run_1/gate_families.png
Scale bar: 20 um.
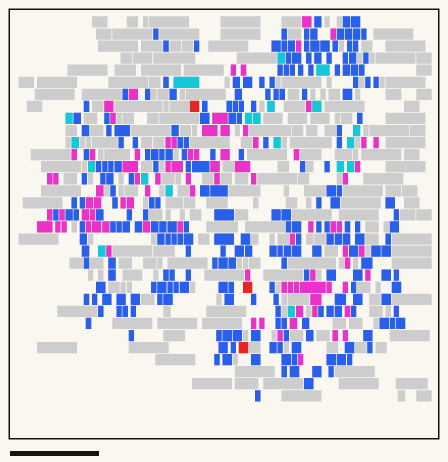
run_1/clock_map.png
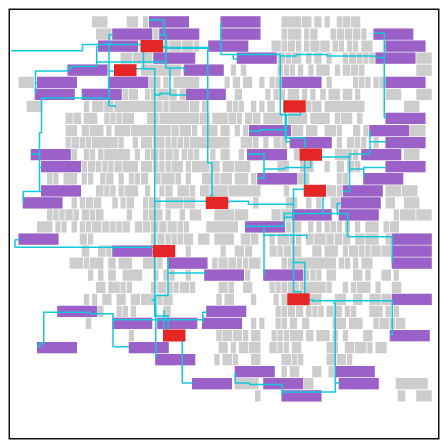
run_1/wire_density.png
The die is cut into 19 by 19 equal tiles; black is low, pale yellow is high, scaled to the fullest tile. Values are wire area over tile area, all layers added.
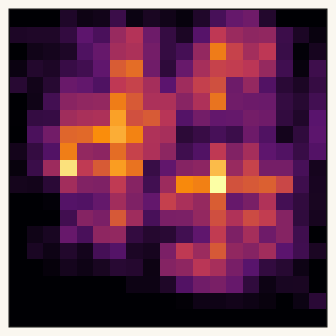
Design traffic_light_multi, sky130hd; sources not shown.
==> results.cfg, run 1 <==
; yosys + openroad results
[run_status]
status = finished, violations left
violations = setup timing

[logic_synthesis]
ys_ff = 64
synth_adder_area_share = 0.03733
top_cell = nand2_1
yosysUniqueCellTypes = 33
synthXorXnorAreaFrac = 0.05008
simple_gate_area_frac = 0.3885
ys_chip_area_um2 = 4023
synth-edff-count = 0
syn_inst = 554
syn_area_per_cell_um2 = 7.261
yosysTopAreaCell = dfrtp_1
async_reset_ff_frac = 1.000
synth-main-ff-cell = dfrtp_1
ys_top_cells_by_count = nand2_1 (148), inv_1 (72), nor2_1 (67)
area_leaders = dfrtp_1 (39%), nand2_1 (14%), nand4_1 (7.9%)
synthAoiAreaFrac = 0.02582
top_cell_area_share = 0.3857
synth_nets = 572
ys_warn_count = 0
synthesis.area_um2 = 4023
ys_cells = 554
muxShareOfSynthArea = 0
netlist_logic_family_top = simple AND/OR/NAND/NOR gates
ys_seq_share = 0.3988

[layout]
nonClkBufAreaFrac = 0.1177
dominant_cells = logic gates
fin_util = 0.5745
inv_count = 75
buffers = 66
ff_count = 64
comb_cells = 396
clkCellAreaFrac = 0.04241
area.growth.synth_to_final_pct = 23.95
final_area_um2 = 4986
layout.area.comb_um2 = 2165
fin_nets = 630
ff_latch_area_um2 = 1605
n_antenna_cell = 0
n_clock_buffer = 10
fillerInstances = 790
drive_gt1_frac = 0.1783
largest_register_ffs = 17
seq-cell-share = 0.3220
most-common-layout-cells = nand2_1 (141), inv_1 (67), nor2_1 (62)
layout_top_cell = nand2_1

[worst_setup_path]
cp_slowest_cell = dfrtp_1
path_max_fanout = 34
endpoint_kind = flop
worstPathArrival_ns = 2.23
crit_top_cell = nand2_1
cp_top_family = simple AND/OR/NAND/NOR gates
setup.worst_path.start_class = flop
crit_chain = buf_4 -> ha_4 -> nand2_1 -> inv_1 -> nor2_2 -> nand3_1 -> nor2_1 -> nand2_1 -> nor2_2 -> nand2_4 -> buf_12 -> nand4_1 -> nand2_1
r2r_cells = 13
slowest_delay_ns = 0.42
cp.required_ns = 2.19
path_depth = 13
crit_buf_inv = 3
reg2reg_slack_ns = -0.03
critPathKind = reg2reg

[floorplanning]
dieHeight_um = 96.55
chipArea_um2 = 9321
rows = 34
core_um2 = 8678
n_tap_cell = 108
die_w_um = 96.55
io_pins = 20
initCoreUtil = 0.4635

[sta]
fmax_mhz = 468.6
tns_ns = -0.1603
drv_slew = 0
grt_setup_unrepaired = yes
finalHoldViolCount = 0
fin_ws_ns = -0.03383
finalCriticalPeriod_ns = 2.134
setup_viol = 17
finalClockPeriodUsage = 1.016

[hold_path]
hold_depth = 0
worstHoldPathType = reg2reg

[route]
wl_met3_um = 512
drcViolationCount = 0
first_pass_iters = 6
viasPerCell = 5.349
ant_nets = 0
route.met2.wl_mm = 4.854
top_layer = met4
drt-met1-wl_mm = 4.425
drt_iter0_drc = 223

[power]
p_leak_nw = 2.529
max-vdd-ir-drop_mv = 0.2713
p_per_area_nw_per_um2 = 555.2

[clocking]
clockBufferDepth = 2
cts_buffers = 9
cts_root_buf = clkbuf_8
clock_sink_count = 64
path_clk_slew_ns = 0.07
cts_resized = 21
htreeDepth = 3
cts_tree = done
holdBufCountCts = 1
cts_setup_buffers = 4

[grt]
grt_pass1_vias = 3520
antenna_found_initial = 0
grt-ovfl-total = 0
grt_pass1_wl_mm = 16.70
grt_max_degree = 65

[placement]
gp_congestion = 0.9561
placement.io_buffers = 19
place_hpwl_mm = 6.856
dpl_cell_area_um2 = 4567

[job]
cap_violations = 0
tool_warnings = 35
About gate_families.png:
| family | colour | cells |
|---|---|---|
| NAND gates | blue | 252 |
| AND and OR gates | red | 3 |
| inverting AOI/OAI gates | cyan | 19 |
| NOR gates | magenta | 86 |
Comb area share: 0.4341
Non-Filler Instances: 725

About clock_map.png:
[cells driving clock nets] red | count: 9
[clock wires] cyan | length: 910 um
[flip-flops] purple | count: 64
flops lie: spread over the die
routed clock nets: 10
P_clk: 0.00117 W
clock share of power: 0.423
Late-Pin Clk Latency: 0.35 ns

About wire_density.png:
emptiest ninth of the die: lower left
fullest tile: 0.69
mean over tiles: 0.17
nearly empty tiles: 18%
densest ninth of the die: centre
All-Layer GR Usage: 0.2320
Routed WL: 9.939 mm
vias post-DR: 3878
WL/cell: 13.71 um

==> run 1: stage by stage <==
stage          worst slack (ns)  total power (W)  std cells  hold slack [ns]
3_3_place_gp           -0.03157         0.001597        702           0.1831
2_1_floorplan          0.004364         0.001507        554         -0.02559
5_1_grt                 -0.1654         0.002899        725           0.2163
3_5_place_dp            -0.1164         0.001615        702           0.1871
4_1_cts                0.006821         0.002780        723           0.1986
6_report               -0.03383         0.002768        725           0.1943
==> run 1: power breakdown <==
group	switching [W]	internal [W]
registers	0.0000584	0.00129
logic	0.000143	0.000107
clock network	0.000506	0.000665
total	0.000707	0.00206
==> run 1: layer usage <==
layer / global-route usage / up-vias
li1: - / 1899
met1: 0.3101 / 1840
met2: 0.3750 / 125
met3: 0.03678 / 14
met4: 0.09069 / 0
met5: 0 / -
run_1/final_placement.png
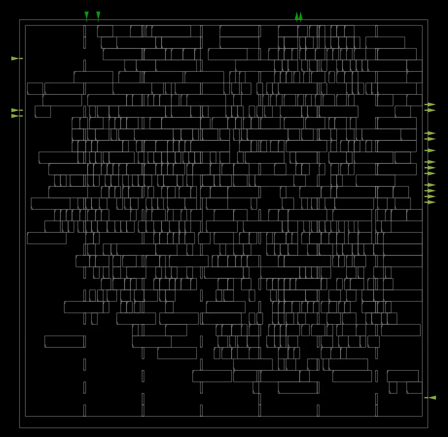

==> inputs of run 2 (changes only) <==
--- a/config.mk
+++ b/config.mk
@@ -6,12 +6,11 @@
 export NUM_CORES = 1
 export LEC_CHECK = 0
 export ABC_AREA = 1
-export ABC_CLOCK_PERIOD_IN_PS = 2100
-export CORE_UTILIZATION = 45
+export ABC_CLOCK_PERIOD_IN_PS = 2730
+export CORE_UTILIZATION = 60
 export DETAILED_ROUTE_END_ITERATION = 10
 export HOLD_SLACK_MARGIN = 0.15
-export PLACE_DENSITY = 0.73
+export PLACE_DENSITY = 0.88
 export SYNTH_ARGS = -nofsm -noshare
 export SYNTH_HDL_FRONTEND = slang
 export SYNTH_SLANG_ARGS = --single-unit
-export TNS_END_PERCENT = 30
==> constraint.sdc (replaced) <==
create_clock -name clk -period 2.73 [get_ports clk]
set_clock_uncertainty 0.15 [all_clocks]
set_input_delay 0.546 -clock clk [delete_from_list [all_inputs] [get_ports clk]]
set_output_delay 0.546 -clock clk [all_outputs]
set_load 0.005 [all_outputs]
run_2/final_placement.png
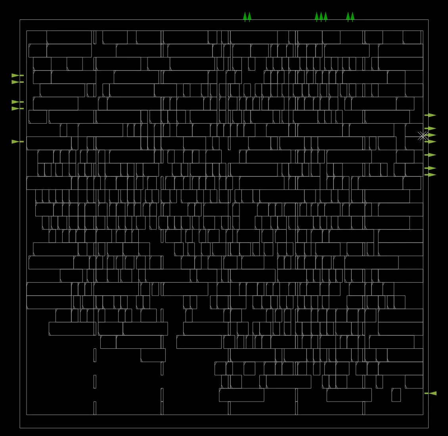
fin util: 0.6984
core footprint: 6422 um^2
row count: 29
flop count: 64

==> run 2 against run 1 <==
Effect of this change:
- the run ends with DRC left
- via count shrank 3.9%
- maximum frequency shrank 16%
- power fell by 23%
- combinational power decreased by about 30%
- design area down 10%
- register-to-register slack improved by 0.23 ns
- global-route usage up 5.1 points
- clock power shrank 21%
- hold slack gained 0.0063 ns
- sequential cell count is the same
- largest cell class unchanged
- sequential power down 23%
- first-iteration DRC count up 29%
==> results.cfg, run 2 <==
; yosys + openroad results
[clocking]
htreeDepth = 3
clk_latency_ns = 0.35
clock_sink_count = 64
cts_setup_buffers = 0
cts_root_buf = clkbuf_8
cts_resized = 0
clockBufferDepth = 2
cts_tree = done
holdBufCountCts = 1

[floorplanning]
initCoreUtil = 0.6263
dieHeight_um = 83.88
chipArea_um2 = 7036

[logic_synthesis]
ys_top_cells_by_count = nand2_1 (148), inv_1 (72), nor2_1 (67)
synthesis.area_um2 = 4023
synth-main-ff-cell = dfrtp_1
ys_chip_area_um2 = 4023
top_cell = nand2_1
ys_warn_count = 0
syn_inst = 554
yosysTopAreaCell = dfrtp_1
top_cell_area_share = 0.3857
ys_ff = 64
async_reset_ff_frac = 1.000

[sta]
fmax_mhz = 395.3
fin_ws_ns = 0.2005
drv_slew = 0
tns_ns = 0
finalClockPeriodUsage = 0.9266
hold_slack_ns = 0.2006
grt_setup_unrepaired = no
setup_viol = 0

[route]
wl_mm = 9.147
first_pass_iters = 8
top_layer = met4
drt_iter0_drc = 288
vias = 3725
drcViolationCount = 2
wl_per_cell_um = 14.01
drt-met1-wl_mm = 3.979

[placement]
dp_cells = 636
place_hpwl_mm = 6.322
placement.io_buffers = 19
dpl_cell_area_um2 = 4240

[worst_setup_path]
endpoint_kind = flop
setup.worst_path.start_class = flop
cp.required_ns = 2.82
cp_slowest_cell = dfrtp_1
crit_buf_inv = 3
r2r_cells = 13
crit_top_cell = nand2_1
path_depth = 13
path_max_fanout = 34
slowest_delay_ns = 0.44

[job]
cap_violations = 0

[layout]
fin_nets = 589
most-common-layout-cells = nand2_1 (148), inv_1 (72), nor2_1 (67)
drive_gt1_frac = 0.07118
largest_register_ffs = 17
layout.area.comb_um2 = 2027
n_antenna_cell = 0

[grt]
grt_max_degree = 40
antenna_found_initial = 0
met1_usage = 0.3653
use_met2 = 0.4665

[run_status]
violations = DRC
status = finished, violations left

[hold_path]
worstHoldPathType = reg2reg
hold_depth = 0

[power]
total_power_w = 0.002142
p_per_area_nw_per_um2 = 477.5
max-vdd-ir-drop_mv = 0.4314
run_2/gate_families.png
Scale bar: 20 um.
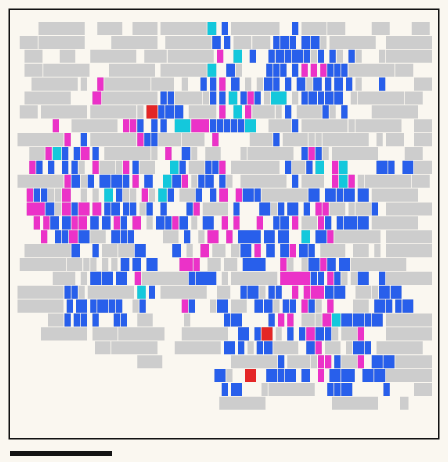
| family | colour | cells |
|---|---|---|
| NAND gates | blue | 252 |
| NOR gates | magenta | 86 |
| AND and OR gates | red | 3 |
| inverting AOI/OAI gates | cyan | 19 |
Non-Filler Instances: 653
top logic cell by instance count in the layout: nand2_1
Comb area share: 0.4519

## run 2: report_power, final
group	internal [W]	switching (W)
clock network	0.000541	0.000386
logic	0.0000760	0.000100
registers	0.000992	0.0000457
## run 2: kinds of logic (layout without fill, tap and decap cells)
family	Yosys count	after routing	share of synthesized area
DFF	64	64	0.3988
buffers and inverters	94	116	0.09860
and+or+nand+nor	341	341	0.3885
adders and majority gates	12	12	0.03732
AOI/OAI and AO/OA	19	19	0.02582
xor gates and xnor gates	23	23	0.05008
other	1	1	0.0009322
## run 2: layout make-up
cell class	instances	share of cell area
Multi-Input combinational cell	396	0.4519
Sequential cell	64	0.3576
Inverter	75	0.06304
Timing Repair Buffer	25	0.05467
Clock buffer	10	0.03068
Tap cell	77	0.02148
Clock inverter	6	0.02064
Power and IR drop assume default switching activity.
